### config.mk
export PLATFORM = sky130hd
export DESIGN_NAME = hazard_unit_flat
export DESIGN_NICKNAME = d
export VERILOG_FILES = /design/src/rtl/hazard_if.sv /design/src/rtl/hazard_unit.sv /design/src/flat_wrapper.sv
export SDC_FILE = /design/constraint.sdc
export NUM_CORES = 1
export LEC_CHECK = 0
export ABC_AREA = 1
export CAP_MARGIN = 40
export CORE_ASPECT_RATIO = 1.25
export CORE_UTILIZATION = 51
export CTS_CLUSTER_DIAMETER = 120
export CTS_CLUSTER_SIZE = 24
export DETAILED_ROUTE_END_ITERATION = 10
export PLACE_DENSITY_LB_ADDON = 0.2
export SYNTH_ARGS = -nofsm -noshare
export SYNTH_HDL_FRONTEND = slang
export SYNTH_SLANG_ARGS = --single-unit
### constraint.sdc
create_clock -name clk -period 1.8 [get_ports clk]
set_input_delay 0.36 -clock clk [delete_from_list [all_inputs] [get_ports clk]]
set_output_delay 0.36 -clock clk [all_outputs]
set_load 0.02 [all_outputs]
### src/rtl/hazard_if.sv
// hazard_if: pipeline-side signals exchanged with the hazard controller
interface hazard_if #(parameter int CNT_W = 32);
  logic [4:0] Rs1D, Rs2D, Rs1E, Rs2E, RdE, RdM, RdW;
  logic ResultSrcE, PCSrcE, RegWriteM, RegWriteW, MemReqM, MemReadyM;
  logic StallF, StallD, StallE, StallM, FlushD, FlushE, FlushW;
  logic [1:0] ForwardAE, ForwardBE;
  logic [CNT_W-1:0] StallCount, FlushCount;
  logic MemTimeout;
  modport master (
    output Rs1D, Rs2D, Rs1E, Rs2E, RdE, RdM, RdW,
    output ResultSrcE, PCSrcE, RegWriteM, RegWriteW, MemReqM, MemReadyM,
    input  StallF, StallD, StallE, StallM, FlushD, FlushE, FlushW,
    input  ForwardAE, ForwardBE, StallCount, FlushCount, MemTimeout
  );
  modport slave (
    input  Rs1D, Rs2D, Rs1E, Rs2E, RdE, RdM, RdW,
    input  ResultSrcE, PCSrcE, RegWriteM, RegWriteW, MemReqM, MemReadyM,
    output StallF, StallD, StallE, StallM, FlushD, FlushE, FlushW,
    output ForwardAE, ForwardBE, StallCount, FlushCount, MemTimeout
  );
endinterface

### src/rtl/hazard_unit.sv
// hazard_unit: stall/flush/forward control with memory-wait FSM and perf counters
module hazard_unit #(
  parameter int CNT_W   = 32,
  parameter int TIMEOUT = 256
) (
  input logic clk,
  input logic rst,
  hazard_if.slave bus
);
  typedef enum logic {IDLE, MEM_WAIT} state_t;
  localparam int WW = $clog2(TIMEOUT);
  localparam logic [WW-1:0] WAIT_LAST = WW'(TIMEOUT - 1);
  localparam logic [WW-1:0] WAIT_SET = WW'(TIMEOUT - 2);
  localparam logic [CNT_W-1:0] CNT_MAX = '1;
  state_t state, state_nx;
  logic [WW-1:0] wait_cnt;
  logic mem_stall, lw_stall, stall_f, flush_d;
  function automatic logic [1:0] fwd(input logic [4:0] rs);
    return (bus.RegWriteM && bus.RdM != 5'd0 && bus.RdM == rs) ? 2'b10 :
           (bus.RegWriteW && bus.RdW != 5'd0 && bus.RdW == rs) ? 2'b01 : 2'b00;
  endfunction
  always_ff @(posedge clk)
    state <= rst ? IDLE : state_nx;
  always_comb
    state_nx = (state == IDLE) ? ((bus.MemReqM && !bus.MemReadyM) ? MEM_WAIT : IDLE)
                               : (bus.MemReadyM ? IDLE : MEM_WAIT);
  always_comb begin
    mem_stall = ((state == IDLE) && bus.MemReqM && !bus.MemReadyM) ||
                ((state == MEM_WAIT) && !bus.MemReadyM);
    lw_stall  = bus.ResultSrcE && bus.RdE != 5'd0 && (bus.RdE == bus.Rs1D || bus.RdE == bus.Rs2D);
    stall_f   = !rst && (lw_stall || mem_stall);
    flush_d   = bus.PCSrcE && !mem_stall;
    bus.StallF = stall_f;
    bus.StallD = stall_f;
    bus.StallE = !rst && mem_stall;
    bus.StallM = !rst && mem_stall;
    bus.FlushW = rst || mem_stall;
    bus.FlushD = rst || flush_d;
    bus.FlushE = rst || ((lw_stall || bus.PCSrcE) && !mem_stall);
    bus.ForwardAE = rst ? 2'b00 : fwd(bus.Rs1E);
    bus.ForwardBE = rst ? 2'b00 : fwd(bus.Rs2E);
  end
  // wait counter saturates so a long miss never re-arms the timeout compare
  always_ff @(posedge clk) begin
    if (rst) begin
      wait_cnt       <= '0;
      bus.StallCount <= '0;
      bus.FlushCount <= '0;
      bus.MemTimeout <= 1'b0;
    end else begin
      if (state != MEM_WAIT) wait_cnt <= '0;
      else if (!bus.MemReadyM && wait_cnt != WAIT_LAST) wait_cnt <= wait_cnt + 1'b1;
      if (state == MEM_WAIT && !bus.MemReadyM && wait_cnt == WAIT_SET) bus.MemTimeout <= 1'b1;
      if (stall_f && bus.StallCount != CNT_MAX) bus.StallCount <= bus.StallCount + 1'b1;
      if (flush_d && bus.FlushCount != CNT_MAX) bus.FlushCount <= bus.FlushCount + 1'b1;
    end
  end
endmodule
### src/flat_wrapper.sv
// flat-port wrapper written by rule: the top's interface ports become plain ports
module hazard_unit_flat 
#(
  parameter int CNT_W   = 32,
  parameter int TIMEOUT = 256
)
  (clk, rst, bus_Rs1D, bus_Rs2D, bus_Rs1E, bus_Rs2E, bus_RdE, bus_RdM, bus_RdW, bus_ResultSrcE, bus_PCSrcE, bus_RegWriteM, bus_RegWriteW, bus_MemReqM, bus_MemReadyM, bus_StallF, bus_StallD, bus_StallE, bus_StallM, bus_FlushD, bus_FlushE, bus_FlushW, bus_ForwardAE, bus_ForwardBE, bus_StallCount, bus_FlushCount, bus_MemTimeout);
  hazard_if #(.CNT_W(CNT_W)) bus_i ();
  input logic clk;
  input logic rst;
  input wire logic [$bits(bus_i.Rs1D)-1:0] bus_Rs1D;
  input wire logic [$bits(bus_i.Rs2D)-1:0] bus_Rs2D;
  input wire logic [$bits(bus_i.Rs1E)-1:0] bus_Rs1E;
  input wire logic [$bits(bus_i.Rs2E)-1:0] bus_Rs2E;
  input wire logic [$bits(bus_i.RdE)-1:0] bus_RdE;
  input wire logic [$bits(bus_i.RdM)-1:0] bus_RdM;
  input wire logic [$bits(bus_i.RdW)-1:0] bus_RdW;
  input wire logic [$bits(bus_i.ResultSrcE)-1:0] bus_ResultSrcE;
  input wire logic [$bits(bus_i.PCSrcE)-1:0] bus_PCSrcE;
  input wire logic [$bits(bus_i.RegWriteM)-1:0] bus_RegWriteM;
  input wire logic [$bits(bus_i.RegWriteW)-1:0] bus_RegWriteW;
  input wire logic [$bits(bus_i.MemReqM)-1:0] bus_MemReqM;
  input wire logic [$bits(bus_i.MemReadyM)-1:0] bus_MemReadyM;
  output wire logic [$bits(bus_i.StallF)-1:0] bus_StallF;
  output wire logic [$bits(bus_i.StallD)-1:0] bus_StallD;
  output wire logic [$bits(bus_i.StallE)-1:0] bus_StallE;
  output wire logic [$bits(bus_i.StallM)-1:0] bus_StallM;
  output wire logic [$bits(bus_i.FlushD)-1:0] bus_FlushD;
  output wire logic [$bits(bus_i.FlushE)-1:0] bus_FlushE;
  output wire logic [$bits(bus_i.FlushW)-1:0] bus_FlushW;
  output wire logic [$bits(bus_i.ForwardAE)-1:0] bus_ForwardAE;
  output wire logic [$bits(bus_i.ForwardBE)-1:0] bus_ForwardBE;
  output wire logic [$bits(bus_i.StallCount)-1:0] bus_StallCount;
  output wire logic [$bits(bus_i.FlushCount)-1:0] bus_FlushCount;
  output wire logic [$bits(bus_i.MemTimeout)-1:0] bus_MemTimeout;
  assign bus_i.Rs1D = bus_Rs1D;
  assign bus_i.Rs2D = bus_Rs2D;
  assign bus_i.Rs1E = bus_Rs1E;
  assign bus_i.Rs2E = bus_Rs2E;
  assign bus_i.RdE = bus_RdE;
  assign bus_i.RdM = bus_RdM;
  assign bus_i.RdW = bus_RdW;
  assign bus_i.ResultSrcE = bus_ResultSrcE;
  assign bus_i.PCSrcE = bus_PCSrcE;
  assign bus_i.RegWriteM = bus_RegWriteM;
  assign bus_i.RegWriteW = bus_RegWriteW;
  assign bus_i.MemReqM = bus_MemReqM;
  assign bus_i.MemReadyM = bus_MemReadyM;
  assign bus_StallF = bus_i.StallF;
  assign bus_StallD = bus_i.StallD;
  assign bus_StallE = bus_i.StallE;
  assign bus_StallM = bus_i.StallM;
  assign bus_FlushD = bus_i.FlushD;
  assign bus_FlushE = bus_i.FlushE;
  assign bus_FlushW = bus_i.FlushW;
  assign bus_ForwardAE = bus_i.ForwardAE;
  assign bus_ForwardBE = bus_i.ForwardBE;
  assign bus_StallCount = bus_i.StallCount;
  assign bus_FlushCount = bus_i.FlushCount;
  assign bus_MemTimeout = bus_i.MemTimeout;
  hazard_unit #(.CNT_W(CNT_W), .TIMEOUT(TIMEOUT)) u_core (.clk(clk), .rst(rst), .bus(bus_i));
endmodule
==> run summary <==
Mapped Nets = 860
status = complete, but fails checks
distinct lib cells = 39
Logic family by area = simple AND/OR/NAND/NOR gates
setup ws final = -0.132 ns
IO Pins = 119
minimum clock period = 1.93 ns
Top power group = clock
dpl ws = -0.917 ns
CTS sink cnt = 74
most frequent logic cell in the layout = nand2_1
top_reg_cell synth = dfxtp_1
Critical Path Start Type = flop
mux share = 0
Clock buffer cells = 10
failing checks = setup timing
setup violators final = 6
Worst Max-Slew Pin Slew = 0.429 ns
number of DRC markers in iteration 0 = 416
CTS H-tree lvls = 3
combinational-cell power consumption = 545 uW
chip area = 10000 um^2
largest net degree at the start of global routing = 61
### Where the registers sit

Scale: 3 px per um. Other sequential cells in the stronger grey, the rest of the logic in the fainter grey.
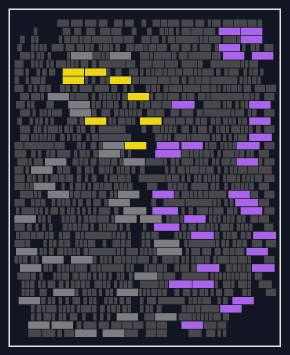
- u_core.wait_cnt: yellow (sequential cells 8)
- u_core.bus.FlushCount: purple (sequential cells 32)
- not coloured: 34
seq pwr: 1660 uW
final core occ: 0.798
flop share of the area: 0.205
Seq. cell area: 1520 um^2

### Placement view

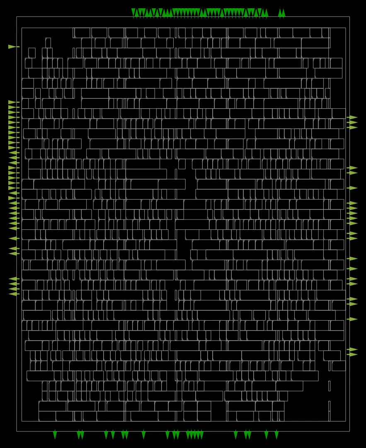
Flops: 74
final non-filler cell total: 1127
site row count: 39
Core Footprint: 9270 um^2
FILL cells: 670

### Cell classes on the final placement

Scale: 4 px per um.
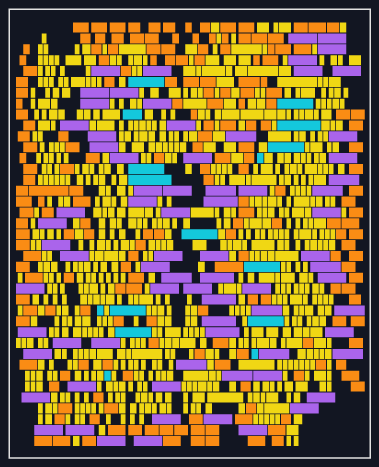
- all other logic: yellow (cells 717)
- clock drivers and dummy loads: cyan (cells 16)
- other buffers and delay cells: orange (cells 197)
- flip-flops: purple (cells 74)
Final Instance Area: 7400 um^2

### Cells by drive strength

Scale: 3 px per um.
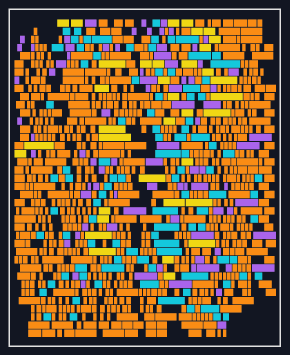
- drive 6 and up: yellow (cells 36)
- drive 1 or less: orange (cells 789)
- drive 2: purple (cells 82)
- drive 3 to 4: cyan (cells 97)
non-clock buffer count: 197
P&R area growth vs syn: 50.3%
setup ws final: -0.132 ns

### M3 wires

Scale: 2 px per um. Cells faint in the background.
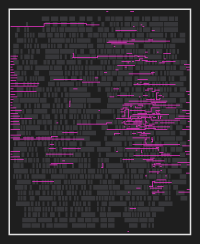
- longest straight run: 35.4 um
- nets with wire on the layer: 156
- main direction: horizontal

No activity file was given, so power comes from the tool's default toggle rates.
